Signal wires on met4:
Scale: 2 px per micron. Supply wires on this layer in grey.
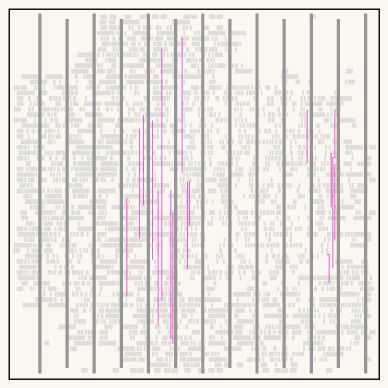
Pin placement:
Scale: 2 px per micron. Pins as bars across the die edge, other pins in grey.
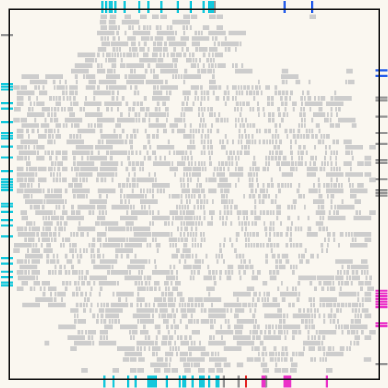
### config.mk
export PLATFORM = sky130hd
export DESIGN_NAME = mac_drain_requant
export DESIGN_NICKNAME = d
export VERILOG_FILES = /design/src/rtl/mac_drain_requant.sv
export SDC_FILE = /design/constraint.sdc
export NUM_CORES = 1
export LEC_CHECK = 0
export ABC_AREA = 1
export CORE_MARGIN = 1
export CORE_UTILIZATION = 40
export CTS_BUF_LIST = sky130_fd_sc_hd__clkbuf_4 sky130_fd_sc_hd__clkbuf_8
export CTS_CLUSTER_DIAMETER = 100
export DETAILED_ROUTE_END_ITERATION = 16
export PLACE_DENSITY = 0.64
export SLEW_MARGIN = 20
export SYNTH_ARGS = -nofsm -noshare
export SYNTH_HDL_FRONTEND = slang
export SYNTH_SLANG_ARGS = --single-unit
### constraint.sdc
create_clock -name clk -period 11 [get_ports clk]
set_clock_uncertainty 0.15 [all_clocks]
set_input_delay 2.2 -clock clk [delete_from_list [all_inputs] [get_ports clk]]
set_output_delay 2.2 -clock clk [all_outputs]
set_load 0.02 [all_outputs]
### src/rtl/mac_drain_requant.sv
// mac_drain_requant
// Drains one tile of results from a row of free-running PE_MAC accumulators,
// turns the running sums into per-tile sums by differencing against the
// previous capture, requantizes each column to WIDTH bits and streams the
// columns out over a valid/ready interface.
//
// Ports
//   clk      clock, rising edge
//   rstn     asynchronous active-low reset, shared with the upstream PEs
//   i_start  begin one tile (only looked at in IDLE)
//   i_k      accumulation cycles of the tile, taken with i_start
//   i_shift  requant right shift, taken with i_start
//   i_mac    packed PE accumulators, column j at [j*2*WIDTH +: 2*WIDTH]
//   o_valid  o_data/o_idx/o_last valid
//   i_ready  downstream accepts the beat when o_valid && i_ready
//   o_data   requantized, saturated column result
//   o_idx    column index of o_data
//   o_last   marks the column N-1 beat
//   o_busy   high whenever a tile is in flight (any state but IDLE)
//   o_done   single-cycle pulse after the last beat
module mac_drain_requant #(
    parameter int WIDTH = 8,
    parameter int N     = 4,
    parameter int LAT   = 1
) (
    input  logic                   clk,
    input  logic                   rstn,
    input  logic                   i_start,
    input  logic [15:0]            i_k,
    input  logic [3:0]             i_shift,
    input  logic [N*2*WIDTH-1:0]   i_mac,
    output logic                   o_valid,
    input  logic                   i_ready,
    output logic [WIDTH-1:0]       o_data,
    output logic [$clog2(N)-1:0]   o_idx,
    output logic                   o_last,
    output logic                   o_busy,
    output logic                   o_done
);

    localparam int AW = 2 * WIDTH;
    localparam int IW = $clog2(N);

    typedef enum logic [2:0] {
        S_IDLE,
        S_ACCUM,
        S_CAPTURE,
        S_STREAM,
        S_DONE
    } state_t;

    state_t          r_state;
    logic [16:0]     r_cnt;
    logic [3:0]      r_shift;
    logic [IW-1:0]   r_idx;
    logic [AW-1:0]   r_delta [N];
    logic [AW-1:0]   r_base  [N];

    logic [AW-1:0]   w_mac      [N];
    logic [AW-1:0]   w_capDelta [N];
    logic [IW-1:0]   w_nextIdx;
    logic            w_lastIdx;

    // Round-half-up right shift followed by unsigned saturation. The sum is
    // carried one bit wider than the accumulator so the rounding add can
    // never wrap a large delta back to a small value.
    function automatic logic [WIDTH-1:0] requant(input logic [AW-1:0] d,
                                                 input logic [3:0]    sh);
        logic [AW:0] rnd;
        logic [AW:0] sum;
        logic [AW:0] r;
        rnd = '0;
        if (sh != 4'd0) begin
            rnd = (AW+1)'(1) << (sh - 4'd1);
        end
        sum = {1'b0, d} + rnd;
        r   = sum >> sh;
        if (|r[AW:WIDTH]) begin
            return '1;
        end
        return r[WIDTH-1:0];
    endfunction

    // Unpack the accumulator bus and form the per-tile sums. The PEs never
    // clear, so subtracting the previous capture (modulo 2^AW) recovers the
    // contribution of this tile even across accumulator wrap.
    always_comb begin
        for (int j = 0; j < N; j++) begin
            w_mac[j]      = i_mac[j*AW +: AW];
            w_capDelta[j] = w_mac[j] - r_base[j];
        end
    end

    assign w_nextIdx = r_idx + IW'(1);
    assign w_lastIdx = (r_idx == IW'(N - 1));

    // Tile sequencer. All outputs are registered; the next beat is
    // requantized on the handshake edge so o_data is ready when o_valid is.
    always_ff @(posedge clk or negedge rstn) begin
        if (!rstn) begin
            r_state <= S_IDLE;
            r_cnt   <= '0;
            r_shift <= '0;
            r_idx   <= '0;
            for (int j = 0; j < N; j++) begin
                r_delta[j] <= '0;
                r_base[j]  <= '0;
            end
            o_valid <= 1'b0;
            o_data  <= '0;
            o_idx   <= '0;
            o_last  <= 1'b0;
            o_busy  <= 1'b0;
            o_done  <= 1'b0;
        end else begin
            o_done <= 1'b0;
            case (r_state)
                S_IDLE: begin
                    if (i_start) begin
                        // LAT >= 1 keeps the load non-zero even for i_k == 0.
                        r_cnt   <= {1'b0, i_k} + 17'(LAT);
                        r_shift <= i_shift;
                        o_busy  <= 1'b1;
                        r_state <= S_ACCUM;
                    end
                end
                S_ACCUM: begin
                    r_cnt <= r_cnt - 17'd1;
                    if (r_cnt == 17'd1) begin
                        r_state <= S_CAPTURE;
                    end
                end
                S_CAPTURE: begin
                    for (int j = 0; j < N; j++) begin
                        r_delta[j] <= w_capDelta[j];
                        r_base[j]  <= w_mac[j];
                    end
                    r_idx   <= '0;
                    o_idx   <= '0;
                    o_data  <= requant(w_capDelta[0], r_shift);
                    o_last  <= 1'(N == 1);
                    o_valid <= 1'b1;
                    r_state <= S_STREAM;
                end
                S_STREAM: begin
                    if (i_ready) begin
                        if (w_lastIdx) begin
                            o_valid <= 1'b0;
                            o_last  <= 1'b0;
                            o_done  <= 1'b1;
                            r_state <= S_DONE;
                        end else begin
                            r_idx  <= w_nextIdx;
                            o_idx  <= w_nextIdx;
                            o_data <= requant(r_delta[w_nextIdx], r_shift);
                            o_last <= (w_nextIdx == IW'(N - 1));
                        end
                    end
                end
                S_DONE: begin
                    o_busy  <= 1'b0;
                    r_state <= S_IDLE;
                end
                default: begin
                    r_state <= S_IDLE;
                end
            endcase
        end
    end

endmodule
==> results.txt <==
Syn Inst Count -> 1969
H-tree depth -> 4
Num CTS Buffers -> 17
ClkCell Share -> 2.662%
Flop Count -> 166
Detail Placement HPWL -> 28140 microns
antenna cells -> 0
setup TNS -> 0 ns
data arrival time of the worst path -> 6.62 ns
clk buf depth -> 2
Sink Count -> 166
family with the most delay on the worst path -> simple AND/OR/NAND/NOR gates
clkbuf count -> 18
outcome -> complete, no violations
total gr overflow -> 0
Simple Share, Synth -> 30.57%
Final Setup Violations -> 0
Port Buf Inserts -> 101
max incr delay on CP -> 0.41 ns
core area -> 32620 sq um
Unique cell types -> 53
maximum vdd drop -> 129.2 uV
routability-driven placement congestion ratio -> 0.8926
vias -> 12530
Main logic family -> simple AND/OR/NAND/NOR gates
Global Route Usage Sum -> 21.88%
About 'signal wires on met4':
share of all routed wire: 2.4%
longest straight run: 126 microns
main direction: vertical
wire length on this layer: 868 microns

About 'pin placement':
legend:
  cyan:
    port: `i_mac`
    pins: 64
    direction: input
    edge: 29 west, 20 south, 15 north
  red:
    port: `i_start`
    pins: 1
    direction: input
    edge: south
  blue:
    port: `i_shift`
    pins: 4
    direction: input
    edge: 2 north, 2 east
  magenta:
    port: `i_k`
    pins: 16
    direction: input
    edge: 9 east, 7 south

worst paths after layout:
kind,depth (start not counted),slack [ns],start,endpoint
setup / recovery,30,4.61,i_mac[0],o_data[6]
hold / removal,2,0.34,r_delta[16],r_delta[16]
setup reg to reg,25,5.95,r_idx[0],o_data[3]
hold reg to reg,2,0.34,r_delta[16],r_delta[16]
max in group asynchronous,3,7.35,rstn,r_delta[12]
min in group asynchronous,1,1.49,rstn,r_cnt[7]
per-layer routing:
| layer | vias to the layer above | part of all wire, % |
|---|---|---|
| met5 | - | 0 |
| met4 | 0 | 2.4 |
| met3 | 38 | 3.6 |
| met2 | 260 | 45 |
| met1 | 5683 | 49 |
| li1 | 6550 | - |
cell usage after synthesis, drive strengths merged:
| library cell | instances | area, sq um |
|---|---|---|
| conb | 1 | 3.750 |
| nand4 | 28 | 175.2 |
| nand3 | 148 | 783.3 |
| xnor2 | 19 | 166.4 |
| nand2 | 575 | 2188 |
| nor4 | 1 | 6.260 |
| clkinv | 3 | 11.26 |
| nor2 | 162 | 620.6 |
| fa | 6 | 120.1 |
| mux2i | 1 | 10.01 |
| a41oi | 1 | 8.760 |
| and2 | 5 | 31.28 |
| dfrtp | 166 | 4154 |
| o221ai | 1 | 8.760 |
| a211oi | 3 | 22.52 |
| o21ai | 198 | 998.5 |
| a22oi | 2 | 15.01 |
| and3 | 1 | 6.260 |
| a31oi | 14 | 87.58 |
| xor2 | 39 | 341.6 |
| inv | 261 | 979.7 |
| o2111ai | 3 | 26.28 |
| a21boi | 7 | 52.55 |
| o21bai | 3 | 22.52 |
| o22ai | 16 | 100.1 |
| buf | 16 | 86.32 |
| ha | 97 | 1214 |
| nor3b | 1 | 7.510 |
| o211ai | 8 | 60.06 |
| o31ai | 6 | 45.04 |
| clkbuf | 44 | 165.2 |
| a221oi | 1 | 8.760 |
| a32o | 2 | 20.02 |
| nor3 | 18 | 110.1 |
| a21o | 3 | 22.52 |
| or2 | 8 | 50.05 |
| nand3b | 11 | 82.58 |
| o311ai | 1 | 8.760 |
| a21oi | 89 | 464.2 |
sequential cells by signal, indices dropped and copies added, names as in the netlist:
| signal | cells |
|---|---|
| o_valid | 1 |
| o_data | 8 |
| r_cnt | 17 |
| r_base | 64 |
| r_delta | 64 |
| r_shift | 4 |
| r_idx | 2 |
| r_state | 3 |
| o_done | 1 |
| o_last | 1 |
| o_busy | 1 |
report_power, final:
group | leakage, nW | internal (mW) | switching (mW)
sequential | 2.02 | 0.908 | 0.172
clock | 0.198 | 0.177 | 0.284
combinational | 5.42 | 1.21 | 2.27
total | 7.64 | 2.30 | 2.72
through the flow:
stage / power [mW] / cells / util, % / area (sq um) / hold slack, ns
after CTS: 5.032 / 2501 / 46.40 / 15140 / 0.3455
after floorplan: 3.653 / 1970 / - / 13290 / 0.2938
after global placement: 4.507 / 2469 / 45.17 / 14730 / 0.3160
after detailed placement: 4.544 / 2469 / 45.17 / 14730 / 0.3210
final: 5.025 / 2501 / 46.40 / 15140 / 0.3407
after global routing: 5.582 / 2501 / 46.40 / 15140 / 0.3653
tightest hold or removal path: stages, from the launching register on:
cell and delay (ns):
dfrtp_1 0.36, nand2_1 0.05, o21ai_0 0.06
No activity file was given, so power comes from the tool's default toggle rates.
